Design imem_fetch_ctrl_flat, sky130hd; sources not shown.
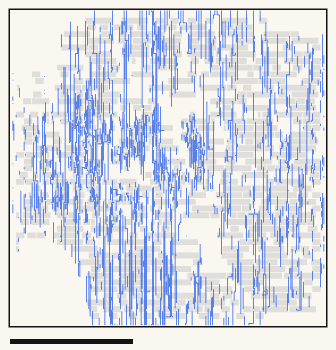
Fig. 1. M2 wires (run 1).
Scale bar: 50 um.
share of all routed wire: 49%
wire length on this layer: 7370 um
GR Util met2: 0.3054
Post-Route WL: 14960 um
routed vias: 4442

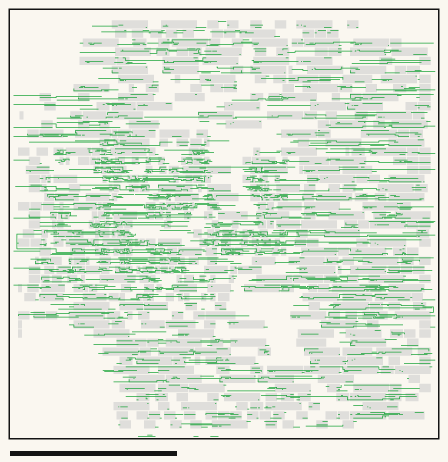
Fig. 2. Metal 1 (run 1).
Scale bar: 50 um.
longest straight run: 29.0 um
share of all routed wire: 44%
main direction: horizontal
nets with wire on the layer: 607
wire length on this layer: 6520 um
grt met1 use: 0.2325

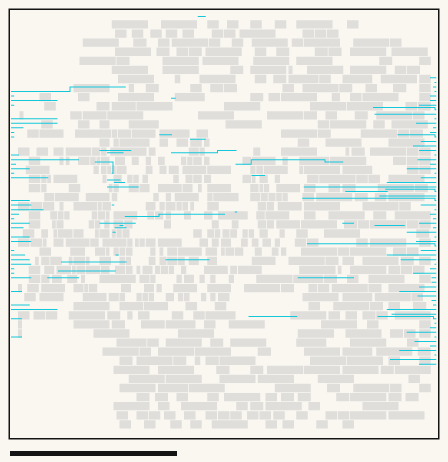
Fig. 3. M3 wires (run 1).
Scale bar: 50 um.
nets with wire on the layer: 118
wire length on this layer: 937 um
met3 GRT Util: 0.05593

==> Changelog: implementation, run 1 <==
## Implementation

- Ys flop type: edfxtp_1
- Final setup margin: 6.164 ns
- M1 wire length: 6518 um
- Final Hold Slack: 0.3082 ns
- Highest metal used: met4
- CTS max path bufs: 2
- Fp_density: 0.4372
- Share of cells above drive strength 1: 0.1661
- CTS clk-pin slew, worst paths: 0.06 ns
- Worst hold stages: 2
- Initial antenna violation count: 0
- Async SR Flop Fraction: 0
- OpenROAD warning count: 26
- ANT cells: 0
- Critical path, cell by cell: clkdlybuf4s50_1, inv_1, and3_2, buf_4
- Clk_lat worst skew: 0.42 ns
- Die area: 0.01641 mm2
- Placed instance count: 788
- Crit path DAT: 5.73 ns
- Met2 WL: 7367 um
- Worst slew margin: 0.4159
- Post-place setup slack: 5.738 ns
- Slowest stage cell, crit path: inv_1
- Global-route wire length before repair: 23250 um
- #FFs+latches synth: 161
- GR Overflow Total: 0
- Nets: 689
- Placer Congestion: 0.8583
- Cycle use final: 0.4863
- Post-synthesis cell type count: 47
- Avg WL per Cell: 18.25 um
- Placement Rows: 45
- Final hold violations: 0
- Post-CTS Setup Repair Bufs: 0
- Drt first pass iters: 5
- CTS tree: built
- DPL Wire Length: 10140 um
- Synth area leader: edfxtp_1
- PortBufs: 162
- Post-cts gate resize count: 0
- Mapped Cells: 459
- HP Class: reg -> reg
- Biggest area cells: edfxtp_1, dfxtp_1, mux2_2, o21ai_0, nand3_1
- Post-synth EDFFs: 124
- Die Width: 128.1 um
- Ys cells: 459
- Post-Place Cell Area: 0.008369 mm2
- Root Driver: clkbuf_16
- Core area: 0.01515 mm2
- Cts bufs inserted: 17
- Outcome: completed
- Antenna-violating nets left: 0
- Area growth, synth to finish: 35.13%
- Total GRT Usage: 0.1853
- Synth warn: 0
- Vias in the first global route: 4497
- Setup_tns: 0 ns
- Yosys chip area: 0.006621 mm2
- Worst Tran Pin Value: 0.8761 ns
- Max VDD drop: 0.0001053 V
- Max reg flops: 124
- CP Max Fanout: 40
- Chip Height: 128.1 um
- # clock sinks: 161
- Crit Path Class: in -> reg
run 1: cells by family after synthesis:
kind of cell    Yosys count  synth area share
flops                   161            0.6742
simple gates            114            0.1049
compound gates           72           0.06595
mux                      62            0.1054
buf+inv                  33           0.02664
xor+xnor                 14           0.01852
fa+ha+maj                 2          0.003779
other cells               1         0.0005663
run 1: layout make-up:
type                            instances  area [um2]
Fill cell                            1171        6198
Sequential cell                       161        4466
Multi-Input combinational cell        268        1998
Timing Repair Buffer                  166        1652
Clock buffer                           20       436.7
Tap cell                              188       235.2
Clock inverter                         12       141.4
Inverter                                5       18.77
run 1: worst min-delay path, delay by kind of cell, from the launching register on:
kind | cells | cell delay, ns
DFF | 1 | 0.31
AOI/OAI and AO/OA | 1 | 0.05
buffers and inverters | 1 | 0.05
run 1: synthesized netlist by cell type (2+ instances only):
cell / number
a211oi_1: 5
a21oi_1: 10
a31oi_1: 9
a32oi_1: 6
and2_1: 4
and3_1: 6
and4_1: 6
buf_2: 3
buf_4: 4
buf_6: 3
clkbuf_1: 16
dfxtp_1: 37
edfxtp_1: 124
ha_1: 2
inv_1: 5
mux2_2: 62
nand2_1: 13
nand3_1: 16
nand4_1: 9
nand4b_1: 5
nor2_1: 13
nor3_1: 13
nor3b_2: 2
nor4_1: 5
o211ai_1: 2
o21ai_0: 31
o31ai_1: 6
or3_1: 4
or4_1: 8
xnor2_1: 9
xor2_1: 5
run 1: power breakdown:
part	switching (uW)	internal (uW)	leakage (uW)	total, uW
clock	202	324	0.000277	526
sequential	20.0	622	0.00143	642
combinational	45.6	76.5	0.00122	122
total	267	1020	0.00293	1290
==> run 2: changes to the inputs <==
--- a/config.mk
+++ b/config.mk
@@ -9,7 +9,7 @@
 export CORE_UTILIZATION = 43
 export DETAILED_ROUTE_END_ITERATION = 8
 export HOLD_SLACK_MARGIN = 0.06
-export PLACE_DENSITY = 0.75
+export PLACE_DENSITY = 0.78
 export SKIP_LAST_GASP = 1
 export SLEW_MARGIN = 5
 export SYNTH_ARGS = -nofsm -noshare
==> constraint.sdc (replaced) <==
create_clock -name clk -period 5.3 [get_ports clk]
set_clock_uncertainty 0.15 [all_clocks]
set_input_delay 1.325 -clock clk [delete_from_list [all_inputs] [get_ports clk]]
set_output_delay 1.325 -clock clk [all_outputs]
set_load 0.005 [all_outputs]
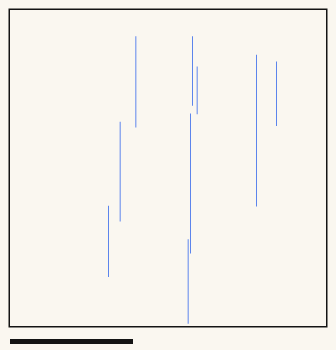
Fig. 4. Signal wires on met4 (run 2).
Scale bar: 50 um.
share of all routed wire: 2.2%
main direction: vertical
nets with wire on the layer: 7
routed vias: 4561
Post-Route WL: 15330 um

==> Changelog: implementation, run 2 <==
## Implementation

- Total GRT Usage: 0.1864 (+0.001065)
- Post-place setup slack: 1.330 ns (-4.408 ns)
- Async SR Flop Fraction: 0 (unchanged)
- CP Max Fanout: 33 (-18%)
- Outcome: completed
- CTS tree: built
- Biggest area cells: edfxtp_1, dfxtp_1, mux2_2, o21ai_0, nand3_1
- CTS max path bufs: 2 (unchanged)
- Final setup margin: 1.157 ns (-5.007 ns)
- Post-CTS Setup Repair Bufs: 0 (unchanged)
- HP Class: reg -> reg
- Synth area leader: edfxtp_1
- Yosys chip area: 0.006621 mm2 (unchanged)
- Setup_tns: 0 ns (unchanged)
- Nets: 692 (+0.44%)
- FF/Latch Area: 0.004466 mm2 (unchanged)
- Most common cell in the netlist: edfxtp_1
- Ys flop type: edfxtp_1
- DPL Wire Length: 10440 um (+2.9%)
- Area growth, synth to finish: 35.37%
- CTS clk-pin slew, worst paths: 0.06 ns (about the same)
- # clock sinks: 161 (unchanged)
- Crit path DAT: 2.67 ns (-3.06 ns)
- Post-cts gate resize count: 0 (unchanged)
- Placer Congestion: 0.8245 (-3.9%)
- Fp_density: 0.4372 (unchanged)
- Critical path, cell by cell: buf_4, mux2_2, clkdlybuf4s50_1
- Drt first pass iters: 5 (unchanged)
- Antenna-violating nets left: 0 (unchanged)
- ANT cells: 0 (unchanged)
- Initial antenna violation count: 0 (unchanged)
- Share of cells above drive strength 1: 0.1701 (+0.003939)
- #FFs+latches synth: 161 (unchanged)
- Worst Tran Pin Value: 0.9002 ns (+0.02408 ns)
- Avg WL per Cell: 18.63 um (+2.1%)
- Clk_lat worst skew: 0.42 ns (about the same)
- Root Driver: clkbuf_16
- Worst hold stages: 2 (unchanged)
- Max reg flops: 124 (unchanged)
- OpenROAD warning count: 26 (unchanged)
- Cts bufs inserted: 17 (unchanged)
- Max VDD drop: 0.0002133 V (+100%)
- Vias in the first global route: 4486 (-0.24%)
- Die area: 0.01641 mm2 (unchanged)
- Layout filler cell count: 1209 (+3.2%)
- Post-Place Cell Area: 0.008411 mm2 (+0.49%)
- Chip Height: 128.1 um (unchanged)
- Crit Path Class: reg -> out
- Global-route wire length before repair: 23350 um (+0.41%)
- Ys cells: 459 (unchanged)
- PortBufs: 162 (unchanged)
- Post-synth EDFFs: 124 (unchanged)
- Final hold violations: 0 (unchanged)
- Via density: 5.542
- Cycle use final: 0.7817
- Logic area: 0.002004 mm2 (+0.31%)
- Top-level I/O count: 167
- Synth warn: 0 (unchanged)
- Placement Rows: 45 (unchanged)
- Max-cap violations: 0
- Core area: 0.01515 mm2 (unchanged)
- Post-synthesis cell type count: 47 (unchanged)
- Die Width: 128.1 um (unchanged)
- Final Hold Slack: 0.3011 ns (-0.007065 ns)
- GR Overflow Total: 0 (unchanged)
- Synth top cells by count: edfxtp_1, mux2_2, dfxtp_1
- Worst slew margin: 0.3984 (-0.01751)
- Slowest stage cell, crit path: dfxtp_2
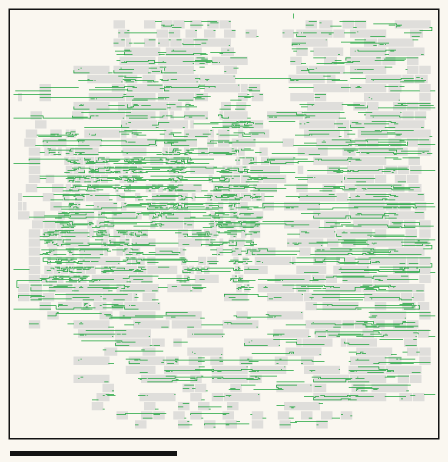
Fig. 5. Metal 1 (run 2).
Scale bar: 50 um.
wire length on this layer: 6290 um
nets with wire on the layer: 600
share of all routed wire: 41%
longest straight run: 51.1 um
main direction: horizontal
grt met1 use: 0.2278

-- run 2: per-stage QoR --
| step | instances | total power [uW] | util |
|---|---|---|---|
| 3_3_place_gp | 791 | 1754 | 0.5553 |
| 5_1_grt | 823 | 2981 | 0.5918 |
| 4_1_cts | 823 | 2902 | 0.5918 |
| 2_1_floorplan | 462 | 1578 | - |
| 6_report | 823 | 2877 | 0.5918 |
| 3_5_place_dp | 791 | 1764 | 0.5553 |
-- run 2: report_power, final --
| part | total, uW | internal (uW) | switching (uW) |
|---|---|---|---|
| registers | 1460 | 1410 | 51.5 |
| clock network | 1140 | 683 | 457 |
| logic | 278 | 175 | 103 |
-- run 2: cell type report --
| class | instances | area share |
|---|---|---|
| Clock buffer | 19 | 0.04830 |
| Multi-Input combinational cell | 268 | 0.2236 |
| Inverter | 5 | 0.002094 |
| Tap cell | 188 | 0.02624 |
| Clock inverter | 13 | 0.01340 |
| Timing Repair Buffer | 169 | 0.1882 |
| Sequential cell | 161 | 0.4982 |
-- run 2: logic make-up after synthesis --
logic type | synth area share
adder cells (fa/ha/maj) | 0.003779
AND/OR/NAND/NOR | 0.1049
multiplexers | 0.1054
flip-flops | 0.6742
XOR/XNOR | 0.01852
other | 0.0005663
buffers and inverters | 0.02664
AND-OR/OR-AND | 0.06595
-- run 2: worst max-delay path: cells and delay by family, from the launching register on --
kind | cells | cell delay, ns
buf+inv | 2 | 0.96
flops | 1 | 0.87
mux | 1 | 0.39
-- run 2: layer usage --
metal / up-vias / routed length, um / GRT usage
li1: 2111 / - / -
met1: 2193 / 6292 / 0.2278
met2: 234 / 7480 / 0.3089
met3: 23 / 1227 / 0.05509
met4: 0 / 329 / 0.07951
met5: - / 0 / 0
Power is estimated from default activity; no workload was simulated.
